--- src/rtl/fp32_mac_vec.sv ---
// Streaming FP32 dot-product engine: delta = acc + sum(alpha[k]*bravo[k]) over VEC_LEN pairs.
// Optional macro FP32_MAC_RELU_EN clamps negative-signed results to +0 in DRAIN.

module FP32_Multiplier_Combinatorial (
   input  logic [31:0] a,
   input  logic [31:0] b,
   output logic [31:0] y
);
   logic              sign, g, s;
   logic [7:0]        ea, eb;
   logic [47:0]       prod;
   logic signed [9:0] e;
   logic [22:0]       f;
   logic [23:0]       r;
   logic              a_nan, b_nan, a_inf, b_inf, a_zero, b_zero;

   // Denormal inputs are flushed to zero; rounding is nearest-even.
   always_comb begin
      sign   = a[31] ^ b[31];
      ea     = a[30:23];
      eb     = b[30:23];
      a_nan  = (ea == 8'hFF) && (|a[22:0]);
      b_nan  = (eb == 8'hFF) && (|b[22:0]);
      a_inf  = (ea == 8'hFF) && !(|a[22:0]);
      b_inf  = (eb == 8'hFF) && !(|b[22:0]);
      a_zero = (ea == 8'h00);
      b_zero = (eb == 8'h00);
      prod   = 48'({1'b1, a[22:0]}) * 48'({1'b1, b[22:0]});
      e      = $signed({2'b00, ea}) + $signed({2'b00, eb}) - 10'sd127;
      if (prod[47]) begin
         f = prod[46:24];
         g = prod[23];
         s = |prod[22:0];
         e = e + 10'sd1;
      end else begin
         f = prod[45:23];
         g = prod[22];
         s = |prod[21:0];
      end
      r = {1'b0, f} + {23'b0, g & (s | f[0])};
      if (r[23]) begin
         f = 23'b0;
         e = e + 10'sd1;
      end else begin
         f = r[22:0];
      end
      if (a_nan || b_nan || (a_inf && b_zero) || (b_inf && a_zero)) y = 32'h7FC0_0000;
      else if (a_inf || b_inf)                                        y = {sign, 8'hFF, 23'b0};
      else if (a_zero || b_zero)                                      y = {sign, 31'b0};
      else if (e >= 10'sd255)                                         y = {sign, 8'hFF, 23'b0};
      else if (e <= 10'sd0)                                           y = {sign, 31'b0};
      else                                                            y = {sign, e[7:0], f};
   end
endmodule

module FP32_Adder_Combinatorial (
   input  logic [31:0] a,
   input  logic [31:0] b,
   output logic [31:0] y
);
   logic              swap, sl, ss, g, s;
   logic [7:0]        el, es, shift;
   logic [22:0]       fl, fs, f;
   logic [49:0]       big, sml, sum;
   logic [48:0]       n;
   logic [5:0]        p;
   logic signed [9:0] e;
   logic [23:0]       r;
   logic              a_nan, b_nan, a_inf, b_inf, a_zero, b_zero;

   // Sum is exact in 50 bits for alignment shifts below 26; larger shifts leave the bigger operand.
   always_comb begin
      a_nan  = (a[30:23] == 8'hFF) && (|a[22:0]);
      b_nan  = (b[30:23] == 8'hFF) && (|b[22:0]);
      a_inf  = (a[30:23] == 8'hFF) && !(|a[22:0]);
      b_inf  = (b[30:23] == 8'hFF) && !(|b[22:0]);
      a_zero = (a[30:23] == 8'h00);
      b_zero = (b[30:23] == 8'h00);
      swap   = b[30:0] > a[30:0];
      {sl, el, fl} = swap ? b : a;
      {ss, es, fs} = swap ? a : b;
      shift  = el - es;
      big    = {2'b01, fl, 25'b0};
      sml    = {2'b01, fs, 25'b0} >> shift;
      sum    = (sl ^ ss) ? big - sml : big + sml;
      p      = 6'd0;
      for (int i = 0; i < 50; i++) if (sum[i]) p = 6'(i);
      e      = $signed({2'b00, el}) + $signed({4'b0000, p}) - 10'sd48;
      n      = sum[48:0] << (6'd49 - p);
      f      = n[48:26];
      g      = n[25];
      s      = |n[24:0];
      r      = {1'b0, f} + {23'b0, g & (s | f[0])};
      if (r[23]) begin
         f = 23'b0;
         e = e + 10'sd1;
      end else begin
         f = r[22:0];
      end
      if (a_nan || b_nan || (a_inf && b_inf && (a[31] != b[31]))) y = 32'h7FC0_0000;
      else if (a_inf)             y = {a[31], 8'hFF, 23'b0};
      else if (b_inf)             y = {b[31], 8'hFF, 23'b0};
      else if (a_zero && b_zero)  y = {a[31] & b[31], 31'b0};
      else if (a_zero)            y = b;
      else if (b_zero)            y = a;
      else if (shift >= 8'd26)    y = {sl, el, fl};
      else if (sum == 50'b0)      y = 32'h0000_0000;
      else if (e >= 10'sd255)     y = {sl, 8'hFF, 23'b0};
      else if (e <= 10'sd0)       y = {sl, 31'b0};
      else                        y = {sl, e[7:0], f};
   end
endmodule

module fp32_mac_vec #(
   parameter int VEC_LEN = 4,
   parameter int CNT_W   = $clog2(VEC_LEN + 1)
) (
   input  logic        CLK_I,
   input  logic        RSTL_I,
   input  logic [31:0] alpha,
   input  logic [31:0] bravo,
   input  logic [31:0] acc,
   input  logic        MAC_VALID_I,
   output logic        MAC_READY_O,
   output logic [31:0] delta,
   output logic        MAC_VALID_O,
   input  logic        MAC_READY_I
);
   // Input accepted on MAC_VALID_I && MAC_READY_O; result taken on MAC_VALID_O && MAC_READY_I,
   // both at a rising CLK_I edge; delta is held stable while MAC_VALID_O waits for MAC_READY_I.
   typedef enum logic [1:0] {ST_RST, ST_ACCUM, ST_DRAIN, ST_OUT} state_t;

   state_t            state, state_nxt;
   logic              ready_nxt, valid_nxt;
   logic [31:0]       prod_reg, acc_reg, mul_y, add_y, drain_val;
   logic              prod_v;
   logic [CNT_W-1:0]  elem_cnt;
   logic              accept, first, last, out_take;

   FP32_Multiplier_Combinatorial u_mul (.a(alpha),   .b(bravo),    .y(mul_y));
   FP32_Adder_Combinatorial      u_add (.a(acc_reg), .b(prod_reg), .y(add_y));

`ifdef FP32_MAC_RELU_EN
   assign drain_val = add_y[31] ? 32'h0000_0000 : add_y;
`else
   assign drain_val = add_y;
`endif

   assign accept   = MAC_VALID_I && MAC_READY_O && (state == ST_ACCUM);
   assign first    = accept && (elem_cnt == '0);
   assign last     = accept && (elem_cnt == CNT_W'(VEC_LEN - 1));
   assign out_take = MAC_VALID_O && MAC_READY_I;

   always_ff @(posedge CLK_I or negedge RSTL_I) begin
      if (!RSTL_I) begin
         state       <= ST_RST;
         MAC_READY_O <= 1'b0;
         MAC_VALID_O <= 1'b0;
      end else begin
         state       <= state_nxt;
         MAC_READY_O <= ready_nxt;
         MAC_VALID_O <= valid_nxt;
      end
   end

   always_comb begin
      state_nxt = state;
      ready_nxt = MAC_READY_O;
      valid_nxt = MAC_VALID_O;
      case (state)
         ST_RST: begin
            state_nxt = ST_ACCUM;
            ready_nxt = 1'b1;
         end
         ST_ACCUM: if (last) begin
            state_nxt = ST_DRAIN;
            ready_nxt = 1'b0;
         end
         ST_DRAIN: begin
            state_nxt = ST_OUT;
            valid_nxt = 1'b1;
         end
         ST_OUT: if (out_take) begin
            state_nxt = ST_ACCUM;
            valid_nxt = 1'b0;
            ready_nxt = 1'b1;
         end
         default: state_nxt = ST_RST;
      endcase
   end

   // A pending product is folded in on the next edge unless a new vector's bias is loading.
   always_ff @(posedge CLK_I or negedge RSTL_I) begin
      if (!RSTL_I) begin
         prod_reg <= 32'h0;
         prod_v   <= 1'b0;
         acc_reg  <= 32'h0;
         elem_cnt <= '0;
         delta    <= 32'h0;
      end else if (state == ST_ACCUM) begin
         if (accept) begin
            prod_reg <= mul_y;
            prod_v   <= 1'b1;
            elem_cnt <= elem_cnt + 1'b1;
         end else begin
            prod_v   <= 1'b0;
         end
         if (first)       acc_reg <= acc;
         else if (prod_v) acc_reg <= add_y;
      end else if (state == ST_DRAIN) begin
         delta    <= drain_val;
         prod_v   <= 1'b0;
         elem_cnt <= '0;
      end
   end
endmodule

--- config.mk ---
export PLATFORM = sky130hd
export DESIGN_NAME = fp32_mac_vec
export DESIGN_NICKNAME = d
export VERILOG_FILES = /design/src/rtl/fp32_mac_vec.sv
export SDC_FILE = /design/constraint.sdc
export NUM_CORES = 2
export LEC_CHECK = 0
export CAP_MARGIN = 20
export CORE_MARGIN = 1
export CORE_UTILIZATION = 60
export CTS_CLUSTER_SIZE = 40
export DETAILED_ROUTE_END_ITERATION = 8
export HOLD_SLACK_MARGIN = 0.03
export PLACE_DENSITY = 0.78
export REMOVE_ABC_BUFFERS = 1
export SLEW_MARGIN = 20
export SYNTH_ARGS = -nofsm -noshare
export SYNTH_HDL_FRONTEND = slang
export SYNTH_SLANG_ARGS = --single-unit
export TNS_END_PERCENT = 50
--- constraint.sdc ---
create_clock -name CLK_I -period 17.05 [get_ports CLK_I]
set_input_delay 2.5575 -clock CLK_I [delete_from_list [all_inputs] [get_ports CLK_I]]
set_output_delay 2.5575 -clock CLK_I [all_outputs]
set_load 0.005 [all_outputs]
**Wiring by layer**

Scale: 1.5 px per µm.
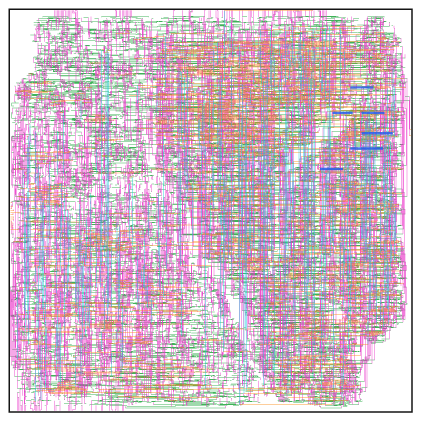
layer	colour	wire length
M3	orange	19300 µm
M2	magenta	68.1 mm
M5	blue	92.9 µm
M4	cyan	13900 µm
M1	green	56.8 mm
via count: 43200
Post-Route WL: 158 mm
All-Layer GR Usage: 44.4%
WL/cell: 24.5 µm

**Sequential cells coloured by netlist name**

Scale: 1 px per µm. Other sequential cells in the stronger grey, the rest of the logic in the fainter grey.
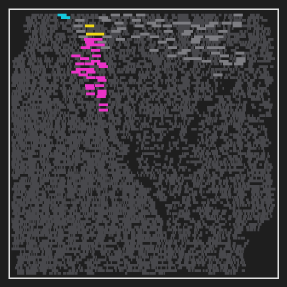
signal	colour	flops
`state`	cyan	2
`prod_reg`	magenta	32
`elem_cnt`	yellow	3
not coloured	67
Seq. cell area: 2600 µm²
post-layout util: 65.0%

**Routing congestion**

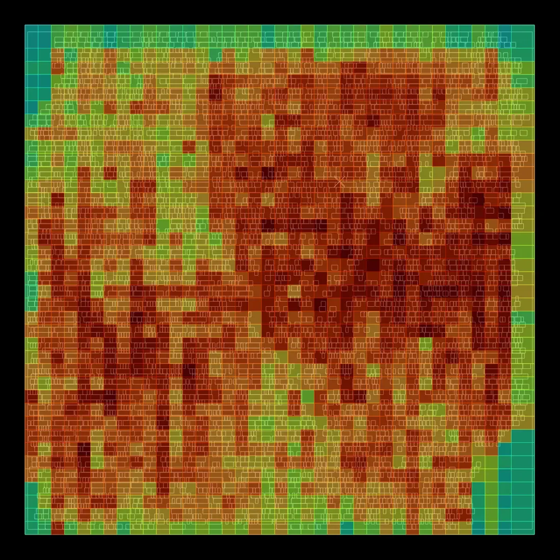
met2 Resource Use GR: 67.7%
global route hottest layer: met2
grt met1 use: 54.4%
GR met3 Demand/Resource: 12.1%

**Pin placement**

Scale: 1 px per µm. Pins as bars across the die edge, other pins in grey.
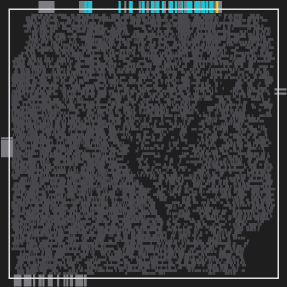
port	colour	pins	direction	edge
`acc`	cyan	32	input	north
`RSTL_I`	yellow	1	input	north
all pins by edge	86 north, 33 south, 13 west, 2 east
chip height: 267 µm
port bufs: 133

**Port wiring**

Scale: 1.5 px per µm.
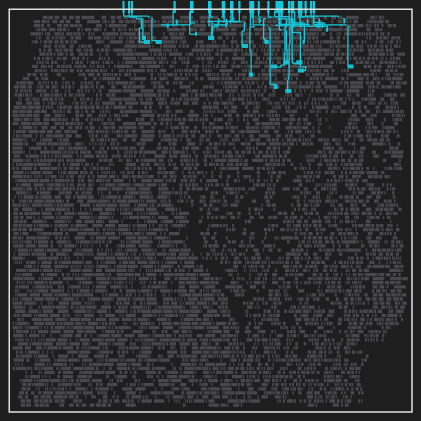
port	colour	direction	end cells	wire
`acc`	cyan	input	32	973 µm

==> changes_impl.md <==
### Metrics

* Outcome: finished, violations left
* Biggest Area Class: combinational gates
* H-tree lvl count at 3
* Final setup viols at 0
* CTS buffer count at 9
* Synthesized registers at 104
* CTS tree: yes
* Setup TNS at 0 ns
* Well Taps at 931
* CP Class: reg -> reg
* Multi-In Gates at 4402
* Hold Buf Count CTS at 0
* Filler instances at 6146
* P&R area growth vs syn at 6.34%
* HP Class: reg -> reg
* Non-clock buffers, area share at 5.44%
* Invs w/o clock at ~700
* Remaining Overflow, GRT at 0
* Crit. Startpoint: acc_reg[25]
* Adders+Majority by Area at 31.4%
* Count of non-filler cells in the finished layout at 6443
* First-pass GRT wire length at 244 mm
* Placed wire-length estimate at 122 mm
* Worst hold slack at around 0.49 ns
* Failing checks: design-rule violations
* Basic Gates by Area at 22.6%
* Largest net degree at the start of global routing at 67
* Die area at 71500 µm²
* CP endpoint kind: flip-flop
* Chip Area, Yosys at 42300 µm²
* Top cells by count: nand2_1 (722), inv_1 (700), fa_1 (485)
* # resized after CTS at 0
* Fin crit period at between 15 and 20 ns
* N_diodes at 0
* Worst Hold End: elem_cnt[2]
* Max-cap check violation count at 0
* RR Startpoint: acc_reg[25]
* Reg2reg end: acc_reg[4]
* Row count at 96
* Critical Path Fanout Max at 17
* Tcrit/Tclk final at 95.4%
* Worst endpoint required time at 17.34 ns
* Clock buffer depth at 2
* Root buffer cell: clkbuf_16
* Most frequent cells in the layout: nand2_1 (722), inv_1 (700), fa_1 (485)
* Drt drc at 2
* Number of hold violations in the final report at 0
* Sequential share of cell area at 5.79%
* Initial Util at 61.1%
* FFs w/ async S/R, synth at 100%
==> critical path, delay by kind of cell (launching register included) <==
kind	cells	cell delay, ns
muxes	5	1.65
DFF	1	0.42
buffers and inverters	3	0.50
and+or+nand+nor	14	3.92
adders and majority gates	4	1.55
xor gates and xnor gates	1	0.39
AOI/OAI and AO/OA	28	7.69
==> per-layer routing <==
layer	GRT usage, %	routed length [µm]	vias to the layer above
li1	-	-	18900
met1	54.4	56800	20600
met2	67.7	68100	2858
met3	12.1	19300	738
met4	31.2	13900	12
met5	0	92	-
==> cells by family after synthesis <==
family | Yosys count
adder cells (fa/ha/maj) | 770
AND/OR/NAND/NOR | 1956
flip-flops | 104
buffers and inverters | 1016
XOR/XNOR | 170
multiplexers | 242
AND-OR/OR-AND | 1264
